`src/rtl/seg_scan_driver.sv`:
```
// Time-multiplexed 4-digit 7-segment driver with frame-synchronous value commit,
// anti-ghosting blank gap at the start of each slot and optional leading-zero blanking.
module seg_scan_driver #(
    parameter int DIV       = 50000,
    parameter int BLANK_CYC = 4
) (
    input  logic        clk,
    input  logic        rst,
    input  logic [15:0] value,
    input  logic        load,
    input  logic [3:0]  dp_in,
    input  logic        blank_lz,
    output logic        A,
    output logic        B,
    output logic        C,
    output logic        D,
    output logic        E,
    output logic        F,
    output logic        G,
    output logic        dp,
    output logic [3:0]  digit,
    output logic        frame_done
);

    localparam int CW = (DIV > 1) ? $clog2(DIV) : 1;

    logic [CW-1:0] r_cnt;
    logic [1:0]    r_idx;
    logic          r_run;
    logic [15:0]   r_pend_val;
    logic [3:0]    r_pend_dp;
    logic          r_pend_v;
    logic [15:0]   r_act_val;
    logic [3:0]    r_act_dp;
    logic [6:0]    r_seg;
    logic          r_dp_slot;

    logic          w_slot_end;
    logic          w_wrap;
    logic          w_lit;
    logic [1:0]    w_next_idx;
    logic [15:0]   w_next_act;
    logic [3:0]    w_next_act_dp;
    logic [3:0]    w_nib;
    logic          w_blank;

    function automatic logic [6:0] hex7(input logic [3:0] n);
        logic [6:0] s;
        case (n)
            4'h0: s = 7'b1111110;
            4'h1: s = 7'b0110000;
            4'h2: s = 7'b1101101;
            4'h3: s = 7'b1111001;
            4'h4: s = 7'b0110011;
            4'h5: s = 7'b1011011;
            4'h6: s = 7'b1011111;
            4'h7: s = 7'b1110000;
            4'h8: s = 7'b1111111;
            4'h9: s = 7'b1111011;
            4'hA: s = 7'b1110111;
            4'hB: s = 7'b0011111;
            4'hC: s = 7'b1001110;
            4'hD: s = 7'b0111101;
            4'hE: s = 7'b1001111;
            default: s = 7'b1000111;
        endcase
        return s;
    endfunction

    // r_run stays low for the one cycle after reset so slot 0 (cnt=0) begins on the first edge
    assign w_slot_end = r_run && (r_cnt == CW'(DIV - 1));
    assign w_wrap     = w_slot_end && (r_idx == 2'd3);
    assign w_lit      = r_run && (r_cnt >= CW'(BLANK_CYC));

    // Values seen by the slot that starts on the coming edge (commit included)
    always_comb begin
        w_next_idx    = r_run ? (r_idx + 2'd1) : 2'd0;
        w_next_act    = r_act_val;
        w_next_act_dp = r_act_dp;
        if (w_wrap && r_pend_v) begin
            w_next_act    = r_pend_val;
            w_next_act_dp = r_pend_dp;
        end
        w_nib   = w_next_act[3:0];
        w_blank = 1'b0;
        case (w_next_idx)
            2'd0: begin
                w_nib   = w_next_act[3:0];
                w_blank = 1'b0;
            end
            2'd1: begin
                w_nib   = w_next_act[7:4];
                w_blank = blank_lz && (w_next_act[15:4] == 12'd0);
            end
            2'd2: begin
                w_nib   = w_next_act[11:8];
                w_blank = blank_lz && (w_next_act[15:8] == 8'd0);
            end
            default: begin
                w_nib   = w_next_act[15:12];
                w_blank = blank_lz && (w_next_act[15:12] == 4'd0);
            end
        endcase
    end

    always_ff @(posedge clk or posedge rst) begin
        if (rst) begin
            r_run <= 1'b0;
            r_cnt <= '0;
            r_idx <= 2'd0;
        end else begin
            r_run <= 1'b1;
            if (w_slot_end) begin
                r_cnt <= '0;
                r_idx <= r_idx + 2'd1;
            end else if (r_run) begin
                r_cnt <= r_cnt + 1'b1;
            end
        end
    end

    // A load on the commit edge lands in pending after the old pending has been committed
    always_ff @(posedge clk or posedge rst) begin
        if (rst) begin
            r_pend_val <= 16'd0;
            r_pend_dp  <= 4'd0;
            r_pend_v   <= 1'b0;
            r_act_val  <= 16'd0;
            r_act_dp   <= 4'd0;
        end else begin
            if (w_wrap && r_pend_v) begin
                r_act_val <= r_pend_val;
                r_act_dp  <= r_pend_dp;
            end
            if (load) begin
                r_pend_val <= value;
                r_pend_dp  <= dp_in;
                r_pend_v   <= 1'b1;
            end else if (w_wrap) begin
                r_pend_v   <= 1'b0;
            end
        end
    end

    always_ff @(posedge clk or posedge rst) begin
        if (rst) begin
            r_seg     <= 7'd0;
            r_dp_slot <= 1'b0;
        end else if (w_slot_end || !r_run) begin
            r_seg     <= w_blank ? 7'd0 : hex7(w_nib);
            r_dp_slot <= w_next_act_dp[w_next_idx];
        end
    end

    assign {A, B, C, D, E, F, G} = r_seg;
    assign dp                    = r_dp_slot & w_lit;
    assign digit                 = w_lit ? (4'b0001 << r_idx) : 4'b0000;
    assign frame_done            = w_wrap;

endmodule

```
`config.mk`:
```
export PLATFORM = sky130hd
export DESIGN_NAME = seg_scan_driver
export DESIGN_NICKNAME = d
export VERILOG_FILES = /design/src/rtl/seg_scan_driver.sv
export SDC_FILE = /design/constraint.sdc
export NUM_CORES = 1
export LEC_CHECK = 0
export CAP_MARGIN = 30
export CORE_MARGIN = 4
export CORE_UTILIZATION = 42
export CTS_CLUSTER_SIZE = 24
export DETAILED_ROUTE_END_ITERATION = 6
export PLACE_DENSITY = 0.61
export SYNTH_ARGS = -nofsm -noshare
export SYNTH_HDL_FRONTEND = slang
export SYNTH_SLANG_ARGS = --single-unit
```
`constraint.sdc`:
```
create_clock -name clk -period 4.6 [get_ports clk]
set_input_delay 0.92 -clock clk [delete_from_list [all_inputs] [get_ports clk]]
set_output_delay 0.92 -clock clk [all_outputs]
set_load 0.1 [all_outputs]
```
==> run_1/pinout.png <==
Scale: 4 px per um. Pins as bars across the die edge, other pins in gray.
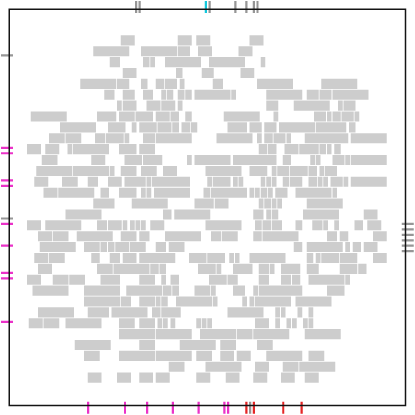
red -> dp_in  # pins 4, direction input, edge bottom
cyan -> B  # pins 1, direction output, edge top
magenta -> value  # pins 16, direction input, edge 9 left, 7 bottom
all pins by edge = 12 bottom, 11 left, 8 top, 6 right

==> run_1/congestion_map.png <==
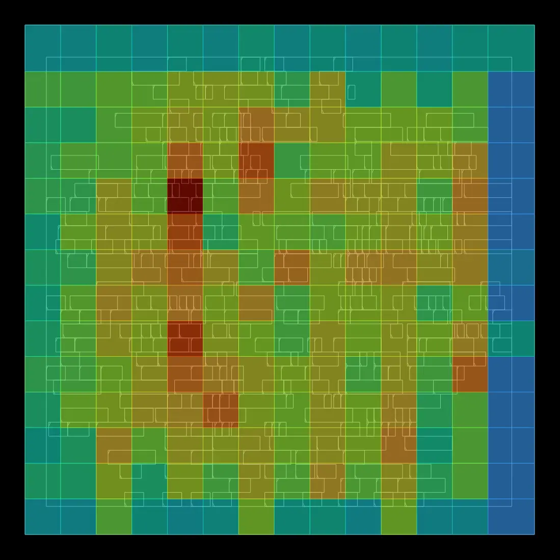
most used routing layer: met2
Routed wire per std cell: 14.4 um

==> impl_metrics.toml, run 1 <==
# yosys + openroad results
[routing]
drt-initial-drc-count = 103
drc_errors = 0
met3_wirelength_um = 233
met1_length_um = 3190
wl_met2_um = 3140
postRouteWirelength_um = 6640
first_pass_iters = 4
postRouteAntennaNets = 0
via_per_inst = 5.14

[grt]
grt_util_met3_pct = 4.03
grt_max_degree = 42
gr-total-overflow = 0
met2_usage_pct = 23.7
grt_pass1_vias = 2398
grt_pass1_wl_um = 11500
antenna_found_initial = 0
grt_usage_pct = 14.6

[sta]
fin_ws_ps = 858
setup_viol = 0
tightest_slew_ps = 971
grt_setup_unrepaired = "no"
holdWs_ps = 477
period_used_pct = 81.4
max_slew_margin_pct = 35.0
min_period_ps = 3740
clock_skew_ps = 7.84
setup_tns_ps = 0
report.final.slew_viol_count = 0
fmax_mhz = 267

[finish]
lay_top_count = "dfrtp_1"
fin_cells = 460
lay_top_cells = "dfrtp_1 (68), nand2_1 (46), clkdlybuf4s50_1 (35)"
final_util_pct = 53.0
nNetsFinal = 393
largest_cell_class = "flip-flops and latches"
comb_area_um2 = 1640
comb_share_pct = 39.3
regArea_um2 = 1700
antenna_cells = 0
clockBufferCount = 9
multi_input_comb_cells = 217
reg_top3 = "r_act_val (16), r_cnt (16), r_pend_val (16)"
drive_gt1_share_pct = 18.2
fillers = 722
stdcell_area_um2 = 4160
buffers_excl_clock = 40
clk_share_pct = 5.92
buf_share_pct = 9.32
inv_count = 17
seq_area_share_pct = 40.9
area_delta_synth_final_pct = 20.5
ff_count = 68

[clock_network]
cts.sinks = 68
ctsResizeCount = 0
cts-root-buf = "clkbuf_8"
clk_pin_slew_ps = 80
clockBufferDepth = 2
cts_tree = "yes"
postCtsSetupRepairBufs = 0
postCtsHoldBufs = 0
insertion_delay_ps = 350
numCtsBuffers = 9
cts.htree.levels = 3

[synth]
synthesis.nets = 351
synthArstFlopShare_pct = 100
ys_top_logic_family = "simple AND/OR/NAND/NOR gates"
ys_sh_xor_pct = 3.80
yosysTopAreaCell = "dfrtp_1"
ys_ff = 68
synth_top_flop_cell = "dfrtp_1"
top_area_share_pct = 49.2
netlist_area_um2 = 3460
synthTopCellsByCount = "dfrtp_1 (68), nand2_1 (46), mux2_2 (32)"
yosysWarningCount = 0
syn-mean-instance-area_um2 = 11.1
yosys_area_um2 = 3460
synth-simple-area-share_pct = 14.6
synthAoiAreaFrac_pct = 8.80
yosys.area_share.adder_pct = 5.79
yosys-top-cells-area = "dfrtp_1 (49%), mux2_2 (10%), ha_1 (5.8%)"
yosysMostFrequentCell = "dfrtp_1"
syn-instance-count = 311
yosys_cells = 311
edf_count = 0
ys_sh_mux_pct = 14.2
synth_cell_type_count = 53
postSynthSeqShare_pct = 49.2

[power]
swShare_pct = 28.1
p_comb_share_pct = 14.5
power.total_mw = 1.52
power.switching_mw = 0.426
p_per_area_nw_per_um2 = 364
ir_drop_mv = 0.169
comb-power_mw = 0.220
p_seq_share_pct = 45.2
powerSeq_mw = 0.685
pwr-share-clk_pct = 40.3
power_clock_mw = 0.610
p_int_mw = 1.09
top_power_group = "sequential cells"
p_leak_nw = 1.98

[place]
dp_slack_ps = 876
numPortBuffers = 36
gp_congestion = 0.809
placement.cell_area_um2 = 3920
dp_hpwl_um = 4860

[worst_hold_path]
worstHoldEndpoint = "r_act_dp[1]"
min_path_cells = 2
hold_class = "register to register"
min_from = "r_act_dp[1]"

[critical_path]
crit_arrival_ps = 4030
endpoint_kind = "register"
critical-path-top-delay-family = "simple AND/OR/NAND/NOR gates"
crit_path_end = "r_seg[0]"
crit_path_max_incr_delay_ps = 640
path_class = "register to register"
path_cells = "ha_1 > and4_1 > nand4_2 > or4_1 > buf_4 > mux2_2 > a222oi_1 > mux2_2 > inv_1 > ha_1 > mux2_2 > a221oi_1 > a21o_1"
reg2reg_from = "r_cnt[0]"
required_ps = 4890
cp_max_fo = 9
crit_cells = 13
reg2reg_depth = 13
r2r-end = "r_seg[0]"
crit_start = "r_cnt[0]"
startpoint_type = "register"
path_buffers = 2
crit_slowest_cell = "or4_1"

[floorplan]
die_w_um = 98.7
fp_util_pct = 44.0
io_pins = 37
num_rows = 32
taps = 102
die_area_um2 = 9740
core-area_um2 = 7850
die_h_um = 98.7

[run]
warnings = 39
drv_cap = 0

[status]
outcome = "complete, no violations"
==> run_1/closeup.png <==
Window x 37 to 62, y 17 to 42 um. Cells in gray, sequential cells in the stronger gray; small squares are vias.
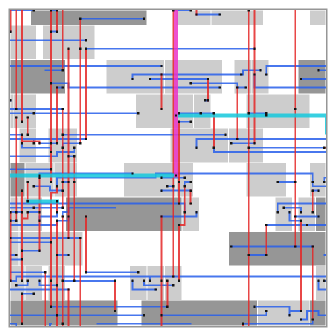
red -> M2
magenta -> M4
cyan -> M3
blue -> M1
most frequent = nand2_1 (14), ha_1 (4), dfrtp_1 (4)
cells with their middle in the window = 37
netlist names of flops here include = r_act_val (2)
sequential cells in the window = 4

==> run 2, diff against run 1 <==
==> constraint.sdc (replaced) <==
create_clock -name clk -period 3.53 [get_ports clk]
set_input_delay 0.706 -clock clk [delete_from_list [all_inputs] [get_ports clk]]
set_output_delay 0.706 -clock clk [all_outputs]
set_load 0.1 [all_outputs]
==> impl_metrics.toml, run 2 <==
# yosys + openroad results
[status]
outcome = "complete, no violations"

[worst_hold_path]
hold_class = "register to register"
worstHoldEndpoint = "r_act_dp[3]"
min_path_cells = 2
min_from = "r_act_dp[3]"

[floorplan]
num_rows = 32
fp_util_pct = 44.0
die_w_um = 98.7
die_area_um2 = 9740
taps = 102
core-area_um2 = 7850

[sta]
setup_tns_ps = 0
tightest_slew_ps = 964
max_slew_margin_pct = 35.5
holdWs_ps = 469
clock_skew_ps = 6.56
report.final.slew_viol_count = 0
fmax_mhz = 298
grt_setup_unrepaired = "no"

[clock_network]
cts.sinks = 68
cts.htree.levels = 3
insertion_delay_ps = 340
numCtsBuffers = 9
clk_pin_slew_ps = 70
clockBufferDepth = 2
postCtsHoldBufs = 0

[run]
drv_cap = 0
warnings = 39

[finish]
comb_share_pct = 39.9
buffers_excl_clock = 49
lay_top_cells = "dfrtp_1 (68), nand2_1 (46), mux2_2 (30), clkdlybuf4s50_1 (30), buf_4 (18)"
seq_area_share_pct = 40.9
largest_cell_class = "flip-flops and latches"
ff_count = 68
stdcell_area_um2 = 4160
nNetsFinal = 402
reg_top3 = "r_act_val (16), r_cnt (16), r_pend_val (16)"
lay_top_count = "dfrtp_1"
regArea_um2 = 1700
antenna_cells = 0
comb_area_um2 = 1660
buf_share_pct = 11.0

[critical_path]
path_class = "register to register"
r2r-end = "r_seg[0]"
critical-path-top-delay-family = "simple AND/OR/NAND/NOR gates"
startpoint_type = "register"
path_buffers = 2
crit_slowest_cell = "dfrtp_1"
crit_start = "r_cnt[11]"

[routing]
via_per_inst = 5.23
met3_wirelength_um = 282
drt-initial-drc-count = 79
wl_per_cell_um = 14.7
drc_errors = 0
wl_met2_um = 3370
met1_length_um = 3130

[synth]
ys_top_logic_family = "simple AND/OR/NAND/NOR gates"
synthesis.nets = 351
yosysMostFrequentCell = "dfrtp_1"
synthAoiAreaFrac_pct = 8.80
yosys.area_share.adder_pct = 5.79
syn-mean-instance-area_um2 = 11.1
yosys_cells = 311
yosys_area_um2 = 3460
syn-instance-count = 311
synthTopCellsByCount = "dfrtp_1 (68), nand2_1 (46), mux2_2 (32)"
top_area_share_pct = 49.2
netlist_area_um2 = 3460

[power]
swShare_pct = 29.8
p_leak_nw = 2.00
ir_drop_mv = 0.206
power.total_mw = 1.72
p_seq_share_pct = 52.2
comb-power_mw = 0.302
power_clock_mw = 0.522
p_comb_share_pct = 17.5

[grt]
grt_usage_pct = 15.3
grt_pass1_wl_um = 12100
antenna_found_initial = 0

[place]
dp_hpwl_um = 5130
placement.cell_area_um2 = 3950
numPortBuffers = 36
dp_slack_ps = 58.2
==> run_2/closeup.png <==
Window x 37 to 62, y 17 to 42 um. Cells in gray, sequential cells in the stronger gray; small squares are vias.
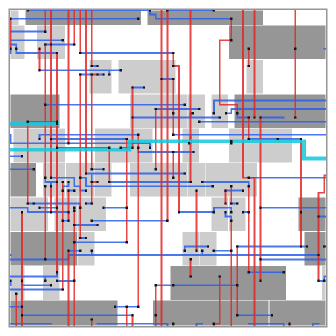
cyan -> M3
blue -> M1
red -> M2
sequential cells in the window = 6
cells with their middle in the window = 33
most frequent = nand2_1 (10), dfrtp_1 (6), ha_1 (4)
netlist names of flops here include = r_act_val (2), r_pend_val (2)

==> run 3, diff against run 2 <==
--- a/config.mk
+++ b/config.mk
@@ -5,6 +5,7 @@
 export SDC_FILE = /design/constraint.sdc
 export NUM_CORES = 1
 export LEC_CHECK = 0
+export ABC_AREA = 1
 export CAP_MARGIN = 30
 export CORE_MARGIN = 4
 export CORE_UTILIZATION = 42
==> impl_metrics.toml, run 3 <==
# yosys + openroad results
[synth]
syn-instance-count = 489
synth_top_flop_cell = "dfrtp_1"
yosys.area_share.adder_pct = 5.28
synthArstFlopShare_pct = 100
yosys_area_um2 = 3790
netlist_area_um2 = 3790
ys_top_logic_family = "simple AND/OR/NAND/NOR gates"
yosys-top-cells-area = "dfrtp_1 (45%), nand2_1 (14%), inv_1 (7.8%)"
synth_cell_type_count = 40
ys_ff = 68
synthesis.nets = 529
ys_sh_xor_pct = 1.62
top_area_share_pct = 44.9
postSynthSeqShare_pct = 44.9
synthAoiAreaFrac_pct = 8.71
synth-simple-area-share_pct = 29.6
yosysMostFrequentCell = "nand2_1"
yosysWarningCount = 0
yosys_cells = 489
syn-mean-instance-area_um2 = 7.75

[status]
outcome = "complete, no violations"

[finish]
reg_top3 = "r_act_val (16), r_cnt (16), r_pend_val (16)"
stdcell_area_um2 = 4450
buf_share_pct = 8.55
largest_cell_class = "multi-input combinational cells"
comb_share_pct = 38.9
drive_gt1_share_pct = 11.4
clk_share_pct = 4.02
multi_input_comb_cells = 329
area_delta_synth_final_pct = 17.4
seq_area_share_pct = 38.2
lay_top_count = "nand2_1"
inv_count = 85
buffers_excl_clock = 39
antenna_cells = 0
comb_area_um2 = 1730
regArea_um2 = 1700
final_util_pct = 50.8
fillers = 887
fin_cells = 645

[critical_path]
reg2reg_from = "r_run"
crit_slowest_cell = "o41ai_1"
crit_path_end = "digit[3]"
required_ps = 2820
crit_path_max_incr_delay_ps = 710
cp_max_fo = 6
path_class = "register to output port"
path_cells = "nor3_1 > nand4_1 > o41ai_1 > nor2_1 > buf_4"
endpoint_kind = "output port"
crit_cells = 5
crit_start = "r_cnt[2]"
reg2reg_depth = 14
path_buffers = 1
crit_arrival_ps = 2190

[place]
dp_hpwl_um = 5990
dp_slack_ps = 693
placement.cell_area_um2 = 4270
gp_congestion = 0.872

[grt]
grt_util_met3_pct = 3.11
met2_usage_pct = 24.0
grt_usage_pct = 16.1
gr-total-overflow = 0
grt_pass1_wl_um = 13400
grt_max_degree = 43
busiest_layer = "met2"

[sta]
setup_tns_ps = 0
fmax_mhz = 346
tightest_slew_ps = 983
setup_viol = 0
clock_skew_ps = 11.1
grt_setup_unrepaired = "no"
report.final.slew_viol_count = 0
period_used_pct = 81.9
min_period_ps = 2890
holdWs_ps = 469
max_slew_margin_pct = 34.2
fin_ws_ps = 638

[run]
warnings = 39
drv_cap = 0

[routing]
wl_met2_um = 3490
met3_wirelength_um = 272
postRouteWirelength_um = 7830
wl_per_cell_um = 12.1
postRouteAntennaNets = 0
drt-initial-drc-count = 100
first_pass_iters = 4
drc_errors = 0
via_per_inst = 4.69
met1_length_um = 3940

[floorplan]
io_pins = 37
die_area_um2 = 10600
core-area_um2 = 8760
taps = 108
num_rows = 34

[clock_network]
cts_tree = "yes"
ctsResizeCount = 0
clockBufferDepth = 2
insertion_delay_ps = 340
numCtsBuffers = 9
postCtsSetupRepairBufs = 0
clk_pin_slew_ps = 70
cts.sinks = 68

[power]
p_seq_share_pct = 50.4
power.switching_mw = 0.545
comb-power_mw = 0.289
p_leak_nw = 2.32
p_int_mw = 1.20
ir_drop_mv = 0.152
power_clock_mw = 0.576
power.total_mw = 1.74
top_power_group = "sequential cells"
p_comb_share_pct = 16.6
swShare_pct = 31.2
p_per_area_nw_per_um2 = 392

[worst_hold_path]
min_path_cells = 2
hold_class = "register to register"
min_from = "r_act_val[2]"
worstHoldEndpoint = "r_act_val[2]"
==> run_3/pinout.png <==
Scale: 4 px per um. Pins as bars across the die edge, other pins in gray.
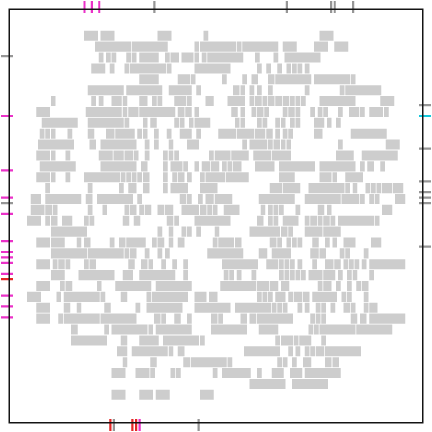
red -> dp_in  # pins 4, direction input, edge 3 bottom, 1 left
magenta -> value  # pins 16, direction input, edge 12 left, 3 top, 1 bottom
cyan -> B  # pins 1, direction output, edge right
all pins by edge = 15 left, 8 right, 8 top, 6 bottom
port bufs: 36
Die H: 103 um
chip width: 103 um


==> gallery <==
Selected gate families.
Scale: 3 px per um.
Plate I
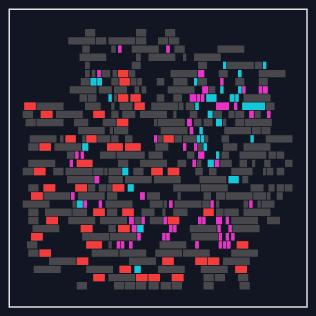
Plate II
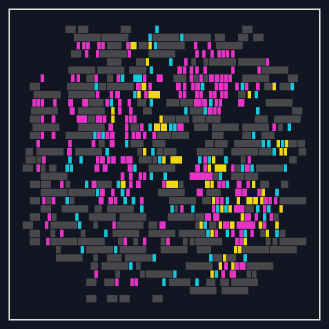
- most cells: Plate II
- run 2 = Plate I
- run 3 = Plate II

Key to Plate I:
red -> mux cells  # cells 44, most used mux2_2
magenta -> nand cells  # cells 60, most used nand2_1
cyan -> nor cells  # cells 30, most used nor2_1

No activity file was given, so power comes from the tool's default toggle rates.
